`config.mk`:
```
export PLATFORM = sky130hd
export DESIGN_NAME = la_rle_encoder_flat
export DESIGN_NICKNAME = d
export VERILOG_FILES = /design/src/rtl/la_rle_encoder_if.sv /design/src/rtl/la_rle_encoder.sv /design/src/flat_wrapper.sv
export SDC_FILE = /design/constraint.sdc
export NUM_CORES = 1
export LEC_CHECK = 0
export ABC_AREA = 1
export CAP_MARGIN = 20
export CORE_MARGIN = 3
export CORE_UTILIZATION = 38
export DETAILED_ROUTE_END_ITERATION = 8
export DONT_BUFFER_PORTS = 1
export GPL_ROUTABILITY_DRIVEN = 0
export SETUP_SLACK_MARGIN = 0.1
export SYNTH_ARGS = -nofsm -noshare
export SYNTH_HDL_FRONTEND = slang
export SYNTH_SLANG_ARGS = --single-unit
```
`constraint.sdc`:
```
create_clock -name CLK -period 2.19 [get_ports CLK]
set_input_delay 0.657 -clock CLK [delete_from_list [all_inputs] [get_ports CLK]]
set_output_delay 0.657 -clock CLK [all_outputs]
set_load 0.05 [all_outputs]
```
`src/rtl/la_rle_encoder_if.sv`:
```
// Sample/strobe bus between the LA front end and the RLE encoder.
// Carries the samples in and the encoded words and write-qualify strobe out.
interface la_rle_encoder_if #(
  parameter int DATA_W = 8,
  parameter int CNT_W  = 8
);
  logic                    CLK_EN;
  logic                    Start_Write;
  logic                    Write_Ready;
  logic                    RLE_MODE;
  logic [DATA_W-1:0]       LA_DATA_IN;
  logic                    LA_RLE_CNT_EN;
  logic [DATA_W+CNT_W-1:0] RLE_DATA_OUT;
  logic                    RLE_BUSY;

  modport master (
    output CLK_EN, Start_Write, Write_Ready, RLE_MODE, LA_DATA_IN,
    input  LA_RLE_CNT_EN, RLE_DATA_OUT, RLE_BUSY
  );

  modport slave (
    input  CLK_EN, Start_Write, Write_Ready, RLE_MODE, LA_DATA_IN,
    output LA_RLE_CNT_EN, RLE_DATA_OUT, RLE_BUSY
  );
endinterface

```
`src/rtl/la_rle_encoder.sv`:
```
// Run-length encoder for the LA capture path: collapses runs of equal samples
// into {value, run_length-1} words, qualified by LA_RLE_CNT_EN for the write stage.
module la_rle_encoder #(
  parameter int DATA_W = 8,
  parameter int CNT_W  = 8
) (
  input logic              CLK,
  input logic              nRESET,
  la_rle_encoder_if.slave  bus
);

  typedef enum logic [1:0] {IDLE, RUN, FLUSH, DONE} state_t;

  localparam logic [CNT_W-1:0] CNT_MAX = '1;

  state_t                  state_q, state_d;
  logic [DATA_W-1:0]       cur_q, cur_d;
  logic [CNT_W-1:0]        cnt_q, cnt_d;
  logic                    mode_q, mode_d;
  logic                    en_q, en_d;
  logic                    busy_q, busy_d;
  logic [DATA_W+CNT_W-1:0] data_q, data_d;

  always_ff @(posedge CLK or negedge nRESET) begin
    if (!nRESET) begin
      state_q <= IDLE;
      cur_q   <= '0;
      cnt_q   <= '0;
      mode_q  <= 1'b0;
      en_q    <= 1'b0;
      busy_q  <= 1'b0;
      data_q  <= '0;
    end else begin
      state_q <= state_d;
      cur_q   <= cur_d;
      cnt_q   <= cnt_d;
      mode_q  <= mode_d;
      en_q    <= en_d;
      busy_q  <= busy_d;
      data_q  <= data_d;
    end
  end

  always_comb begin
    state_d = state_q;
    cur_d   = cur_q;
    cnt_d   = cnt_q;
    mode_d  = mode_q;
    en_d    = en_q;
    busy_d  = busy_q;
    data_d  = data_q;
    // Disarm wins over everything and does not wait for a sample strobe.
    if (!bus.Start_Write) begin
      state_d = IDLE;
      en_d    = 1'b0;
      busy_d  = 1'b0;
      cnt_d   = '0;
    end else if (bus.CLK_EN) begin
      unique case (state_q)
        IDLE: begin
          state_d = RUN;
          cur_d   = bus.LA_DATA_IN;
          cnt_d   = '0;
          busy_d  = 1'b1;
          mode_d  = bus.RLE_MODE;
          en_d    = 1'b0;
        end
        RUN: begin
          if (mode_q) begin
            // Flush beats a run boundary in the same sample; that sample is dropped.
            if (bus.Write_Ready) begin
              data_d  = {cur_q, cnt_q};
              en_d    = 1'b1;
              state_d = FLUSH;
            end else if (bus.LA_DATA_IN == cur_q) begin
              if (cnt_q == CNT_MAX) begin
                data_d = {cur_q, CNT_MAX};
                en_d   = 1'b1;
                cnt_d  = '0;
              end else begin
                cnt_d  = cnt_q + 1'b1;
                en_d   = 1'b0;
              end
            end else begin
              data_d = {cur_q, cnt_q};
              en_d   = 1'b1;
              cur_d  = bus.LA_DATA_IN;
              cnt_d  = '0;
            end
          end else begin
            if (bus.Write_Ready) begin
              en_d    = 1'b0;
              state_d = FLUSH;
            end else begin
              data_d = {bus.LA_DATA_IN, {CNT_W{1'b0}}};
              en_d   = 1'b1;
            end
          end
        end
        FLUSH: begin
          en_d    = 1'b0;
          busy_d  = 1'b0;
          state_d = DONE;
        end
        DONE: en_d = 1'b0;
        default: state_d = IDLE;
      endcase
    end
  end

  assign bus.LA_RLE_CNT_EN = en_q;
  assign bus.RLE_DATA_OUT  = data_q;
  assign bus.RLE_BUSY      = busy_q;

endmodule

```
`src/flat_wrapper.sv`:
```
// flat-port wrapper written by rule: the top's interface ports become plain ports
module la_rle_encoder_flat 
#(
  parameter int DATA_W = 8,
  parameter int CNT_W  = 8
)
  (CLK, nRESET, bus_CLK_EN, bus_Start_Write, bus_Write_Ready, bus_RLE_MODE, bus_LA_DATA_IN, bus_LA_RLE_CNT_EN, bus_RLE_DATA_OUT, bus_RLE_BUSY);
  la_rle_encoder_if #(.DATA_W(DATA_W), .CNT_W(CNT_W)) bus_i ();
  input logic CLK;
  input logic nRESET;
  input wire logic [$bits(bus_i.CLK_EN)-1:0] bus_CLK_EN;
  input wire logic [$bits(bus_i.Start_Write)-1:0] bus_Start_Write;
  input wire logic [$bits(bus_i.Write_Ready)-1:0] bus_Write_Ready;
  input wire logic [$bits(bus_i.RLE_MODE)-1:0] bus_RLE_MODE;
  input wire logic [$bits(bus_i.LA_DATA_IN)-1:0] bus_LA_DATA_IN;
  output wire logic [$bits(bus_i.LA_RLE_CNT_EN)-1:0] bus_LA_RLE_CNT_EN;
  output wire logic [$bits(bus_i.RLE_DATA_OUT)-1:0] bus_RLE_DATA_OUT;
  output wire logic [$bits(bus_i.RLE_BUSY)-1:0] bus_RLE_BUSY;
  assign bus_i.CLK_EN = bus_CLK_EN;
  assign bus_i.Start_Write = bus_Start_Write;
  assign bus_i.Write_Ready = bus_Write_Ready;
  assign bus_i.RLE_MODE = bus_RLE_MODE;
  assign bus_i.LA_DATA_IN = bus_LA_DATA_IN;
  assign bus_LA_RLE_CNT_EN = bus_i.LA_RLE_CNT_EN;
  assign bus_RLE_DATA_OUT = bus_i.RLE_DATA_OUT;
  assign bus_RLE_BUSY = bus_i.RLE_BUSY;
  la_rle_encoder #(.DATA_W(DATA_W), .CNT_W(CNT_W)) u_core (.CLK(CLK), .nRESET(nRESET), .bus(bus_i));
endmodule
```
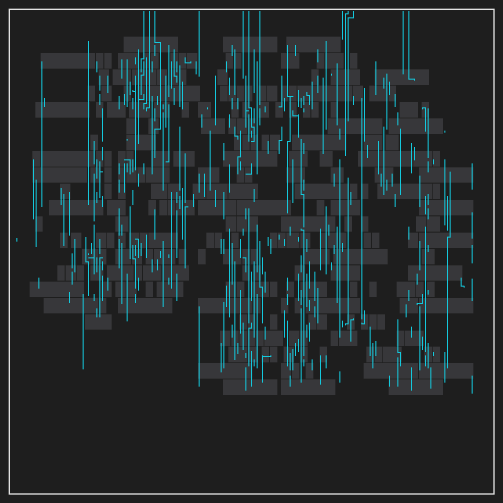
*Met2 routing, run 1*
(6 px per um) Cells faint in the background.
The wires run mostly vertical. The layer holds 41% of the routed length.

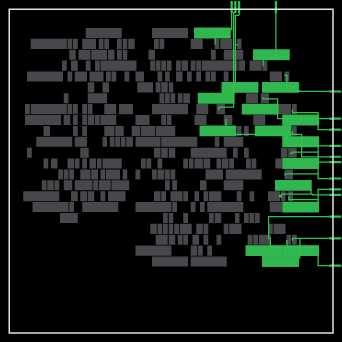
*Nets reached from selected ports, run 1*
(4 px per um)
bus_RLE_DATA_OUT: in green, bits 16, direction output, edge 12 right, 4 top, end cells 16, buffers 0, wire 302 um.

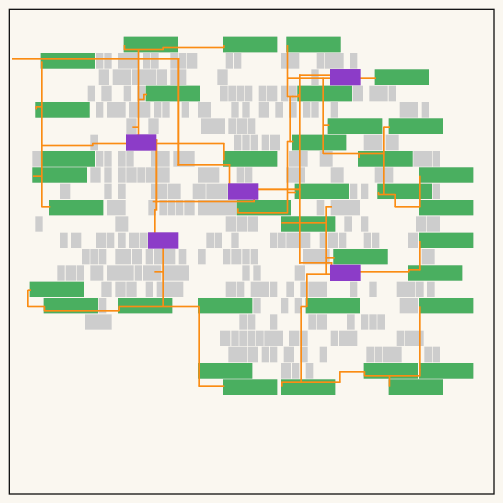
*Clock wires, drivers and flops, run 1*
(6 px per um)
cells driving clock nets: in purple, count 5. clock wires: in orange, length 522 um. flip-flops: in green, count 37.
There are 6 routed clock nets.

==> impl_metrics.tcl, run 1 <==
# yosys + openroad results
set metrics [dict create \
    fin_crit_ns 1.78 \
    placed_area_um2 2150 \
    vias 1587 \
    grt_pass1_vias 1564 \
    most-common-layout-cells "81 x nand2_1, 37 x dfrtp_1, 28 x inv_1" \
    power_density_nw_per_um2 1160 \
    reg2reg_depth 10 \
    cts_tree "built" \
    hpwlAfterDp_um 3060 \
    fmax_ghz 0.562 \
    ctsLongestPathBuffers 2 \
    cts-root-buf "clkbuf_8" \
    cts_resized 0 \
    cts_made_buffers 5 \
    worst-r2r-setup-slack_ns 0.41 \
    stdcell_count 336 \
    worstSkewPairLatency_ns 0.29 \
    worstPathMaxFanout 13 \
    openroad.warnings 29 \
    nets 284 \
    placedCellCount 328 \
    final_cell_area_um2 2250 \
    rsz0062_at_grt "false" \
    leakagePower_nw 1.10 \
    place_ws_ns 0.382 \
    cpMostUsedCell "nand2_1" \
    crit_path_end_kind "flop" \
    cp_slowest_cell "dfrtp_1" \
    critPathMaxStageDelay_ns 0.38 \
    grt_max_degree 38 \
    dieArea_um2 6490 \
    die_h_um 80.6 \
    synthCells 263 \
    path_delay_family "simple AND/OR/NAND/NOR gates" \
    synth.distinct_cells 27 \
    ant_nets 0 \
    wl_um 4120 \
    fin_tns_setup_ns 0 \
    ys.flops 37 \
    critPathLaunchType "flop" \
    critical_path_depth 10 \
    syn2layout_area_growth_pct 6.58 \
    slew_viol_final 0 \
    min_path_type "input port to asynchronous set/reset pin" \
    vdd_drop_max_mv 0.546 \
    fp_nets 282 \
    ys_area_um2 2110 \
    finalSetupViolCount 0 \
    drive_gt1_frac 0.165 \
    holdBufCountCts 0 \
    slew-limit-headroom 0.655 \
    final_util 0.430 \
    worstMarginPinSlew_ns 0.518 \
    portBuffers 0 \
    htreeDepth 2 \
    required_ns 2.37 \
    gr-total-overflow 0 \
    fin_crit_sh 0.813 \
    postCtsSetupBuffers 0 \
    first_pass_iters 4 \
    status "finished clean" \
    maxCapViolations 0 \
    clock_sinks 37 \
    ys_cells 263 \
    timing.final.ws_setup_ns 0.410 \
    antenna_found_initial 0 \
    hold_viol 0 \
    synth_area_leader_cell "dfrtp_1" \
    core_area_um2 5240 \
    path_cells "inv_1 > ha_1 > nand2_1 > inv_1 > nand2_1 > nand3_2 > inv_2 > nand2_1 > xor2_1 > a21oi_1" \
    rr_startpoint "u_core.state_q[1]$_DFFE_PN0P_" \
    path_class "flop to flop" \
    antennaDiodeCount 0 \
    rows 26 \
    finClkSkew_ns 0.00967 \
    yosysSeqAreaShare 0.438 \
    grt_first_pass_wirelength_um 7270 \
    io-pin-count 32 \
    reg2reg_to "u_core.cnt_q[2]$_DFFE_PN0P_" \
    critPathLaunch "u_core.state_q[1]$_DFFE_PN0P_" \
    mostFrequentLayoutCell "nand2_1" \
    synthTopCellsByArea "dfrtp_1 44%, nand2_1 14%, o21ai_2 5.8%" \
    wl_per_cell_um 12.3 \
    synth_top_area_share 0.438 \
    drtIter0Drc 98 \
    timing.hold.ws_ns 0.0501 \
    dieWidth_um 80.6 \
    p_total_mw 2.61 \
    cp_num_buf_inv 3 \
    yosys_warnings 0 \
    timing.critical_path.to "u_core.cnt_q[2]$_DFFE_PN0P_" \
    post_drt_via_cell_ratio 4.72 \
    gr-usage-all-layers 0.145 \
    clk_pin_slew_worst_paths_ns 0.08 \
    cp.arrival_ns 1.96 \
    synth_area_um2 2110 \
    syn_avg_cell_area_um2 8.03 \
    route.detailed.drc 0 \
    fp-utilization 0.403 \
]
run 1: where the power goes:
part	switching (mW)	internal (mW)	total (mW)
logic	0.511	0.281	0.792
registers	0.454	0.854	1.31
clock network	0.251	0.255	0.506
run 1: routing by layer:
metal,GRT usage,wire length (um)
met1,0.195,2080
met2,0.217,1710
met3,0.0460,278
met4,0.0507,59
met5,0,0
run 1: state kept, by name, indices dropped and copies added, names as in the netlist:
signal and flops:
u_core.mode_q 1, u_core.cnt_q 8, u_core.cur_q 8, u_core.bus.RLE_DATA_OUT 16
u_core.bus.LA_RLE_CNT_EN 1, u_core.bus.RLE_BUSY 1, u_core.state_q 2
run 1: kinds of logic after synthesis:
| logic type | count (synthesis) | synth area share |
|---|---|---|
| buffers and inverters | 37 | 0.0800 |
| muxes | 3 | 0.0142 |
| DFF | 37 | 0.438 |
| adders and majority gates | 5 | 0.0296 |
| AOI/OAI and AO/OA | 37 | 0.114 |
| xor gates and xnor gates | 7 | 0.0290 |
| and+or+nand+nor | 137 | 0.294 |
run 1: Yosys cell counts, drive strengths merged:
master	count
nor2	24
nand2	90
clkbuf	1
nand3b	1
mux2i	3
inv	31
nor3	1
xnor2	3
ha	5
a21oi	17
dfrtp	37
buf	5
nand3	20
xor2	4
o21ai	20
nand4	1
run 1: area by class of cell:
cell class | count | area, um^2
Fill cell | 517 | 2990
Multi-Input combinational cell | 189 | 1020
Sequential cell | 37 | 926
Inverter | 31 | 116
Tap cell | 70 | 87.6
Clock buffer | 6 | 82.6
Clock inverter | 2 | 13.8
Timing Repair Buffer | 1 | 7.51
## Run 2: what changed since run 1
==> constraint.sdc (replaced) <==
create_clock -name CLK -period 1.65 [get_ports CLK]
set_input_delay 0.495 -clock CLK [delete_from_list [all_inputs] [get_ports CLK]]
set_output_delay 0.495 -clock CLK [all_outputs]
set_load 0.05 [all_outputs]
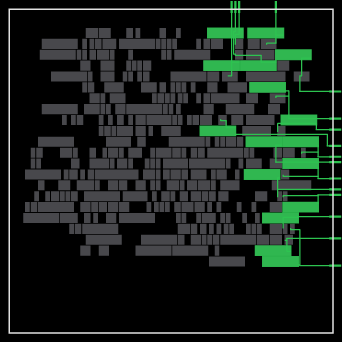
*Nets reached from selected ports, run 2*
(4 px per um)
bus_RLE_DATA_OUT: in green, bits 16, direction output, edge 12 right, 4 top, end cells 16, buffers 0, wire 283 um.

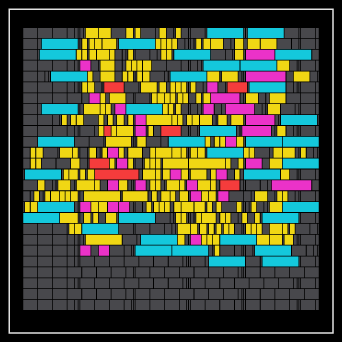
*Cells colored by class, run 2*
(4 px per um) Fill, decap, tap and diode cells in gray.
clock drivers and dummy loads: in red, cells 7, share of their area 3.9%. flip-flops: in cyan, cells 37, share of their area 35%. all other logic: in yellow, cells 221, share of their area 49%. other buffers and delay cells: in magenta, cells 31, share of their area 13%.

==> run 2 against run 1 <==
Global-route usage grew 0.42 points. Fmax grew 12%. Worst setup slack lost 0.35 ns. Die size is the same. Via count grew 8.9%. Critical endpoint is now u_core.bus.RLE_DATA_OUT[14]$_DFFE_PN0P_. Non-clock buffer count grew 30.
==> impl_metrics.tcl, run 2 <==
# yosys + openroad results
set metrics [dict create \
    nets 315 \
    synth.distinct_cells 27 \
    ctsLongestPathBuffers 2 \
    power_frac_clock 0.191 \
    ant_nets 0 \
    finClkSkew_ns 0.00582 \
    ys_area_um2 2110 \
    fin_tns_setup_ns 0 \
    worstMarginPinSlew_ns 0.535 \
    finalSetupViolCount 0 \
    timing.critical_path.to "u_core.bus.RLE_DATA_OUT[14]$_DFFE_PN0P_" \
    crit_path_end_kind "flop" \
    drtIter0Drc 99 \
    final-comb-area_um2 1160 \
    critPathLaunch "u_core.cur_q[6]$_DFFE_PN0P_" \
    cpMostUsedCell "buf_12" \
    common_cells "81 x nand2_1, 37 x dfrtp_1, 28 x inv_1" \
    syn2layout_area_growth_pct 30.0 \
    first_pass_iters 4 \
    flop_cell "dfrtp_1" \
    maxCapViolations 0 \
    worstPathMaxFanout 7 \
    fp_nets 282 \
    cp.arrival_ns 1.82 \
    yosysMostFrequentCell "nand2_1" \
    grt_pass1_vias 1645 \
    grt_max_degree 38 \
    required_ns 1.88 \
    async_flop_share 1.00 \
    post_drt_via_cell_ratio 4.72 \
    largest_reg_flops 16 \
    place_ws_ns 0.0396 \
    dieWidth_um 80.6 \
    status "finished clean" \
    path_cells "xnor2_1 > nand2_1 > nor2_4 > nand3_2 > nand3_4 > buf_12 > buf_12 > nand2_2 > o21ai_2" \
    slew_viol_final 0 \
    antenna_found_initial 0 \
    timing.final.ws_setup_ns 0.0608 \
    rows 26 \
    switching_share 0.445 \
    worstSkewPairLatency_ns 0.29 \
    hpwlAfterDp_um 3070 \
    critPathLaunchType "flop" \
    vdd_drop_max_mv 0.917 \
    io-pin-count 32 \
    dieArea_um2 6490 \
    fillerInstances 476 \
    cp_num_buf_inv 2 \
    synthTopCellsByArea "dfrtp_1 44%, nand2_1 14%, o21ai_2 5.8%" \
    vias 1729 \
    route.detailed.drc 0 \
    portBuffers 0 \
    power-top-group "sequential cells" \
    clock_power_mw 0.779 \
    synth_area_um2 2110 \
    synthCells 263 \
    regArea_um2 926 \
    fin_crit_ns 1.59 \
    p_int_mw 2.26 \
    pwr-share-seq 0.434 \
    most-common-layout-cells "72 x nand2_1, 37 x dfrtp_1, 24 x inv_1" \
    syn_avg_cell_area_um2 8.03 \
    synth_top_area_share 0.438 \
    ys.flops 37 \
    die_h_um 80.6 \
    fin_crit_sh 0.963 \
    reg2reg_to "u_core.bus.RLE_DATA_OUT[14]$_DFFE_PN0P_" \
    power_density_nw_per_um2 1480 \
    slew-limit-headroom 0.644 \
    critical_path_depth 9 \
    wl_um 4780 \
    fmax_ghz 0.629 \
    comb-power_mw 1.53 \
    cts_made_buffers 5 \
    core_area_um2 5240 \
    hold_viol 0 \
]
run 2: cell counts after synthesis:
Identical to the previous run, type by type.
run 2: logic make-up after synthesis:
family                   after synthesis  share of synthesized area
multiplexers                           3                     0.0142
adder cells (fa/ha/maj)                5                     0.0296
buffers and inverters                 37                     0.0800
AND/OR/NAND/NOR                      137                      0.294
AND-OR/OR-AND                         37                      0.114
XOR/XNOR                               7                     0.0290
flip-flops                            37                      0.438
run 2: area by class of cell:
type                    count  share of cell area
repair buffers             31               0.123
well taps                  70              0.0319
multi-input cells         189               0.424
clock inverters             2              0.0128
clock buffers               5              0.0251
flip-flops and latches     37               0.337
repair inverters            1             0.00273
inverters                  31              0.0433
run 2: repair_timing:
item / 4_1_cts / 5_1_grt
hold buffers: 1 / 0
hold endpoints to repair: 37 / 0
setup buffers: 9 / 11
endpoints found under the setup margin: 19 / 34
cloned: 3 / 0
gates resized: 11 / 30
pin swaps: 4 / 9
run 2: stage by stage:
stage	hold WS (ns)	utilization	cell area [um^2]	std cells	power (mW)
floorplan	0.199	-	2110	263	2.61
global placement	0.200	0.426	2230	335	2.88
detailed placement	0.200	0.426	2230	335	2.89
CTS	0.0392	0.486	2540	355	3.83
global route	0.0296	0.524	2750	366	4.32
finish	0.0297	0.524	2750	366	4.08
run 2: metal layers:
layer | GRT usage | wire length [um] | vias to the layer above | share of wire
li1 | - | - | 888 | -
met1 | 0.214 | 2290 | 787 | 0.48
met2 | 0.209 | 2130 | 48 | 0.45
met3 | 0.0504 | 331 | 6 | 0.069
met4 | 0.0456 | 27 | 0 | 0.0057
met5 | 0 | 0 | - | 0
Power is estimated from default activity; no workload was simulated.
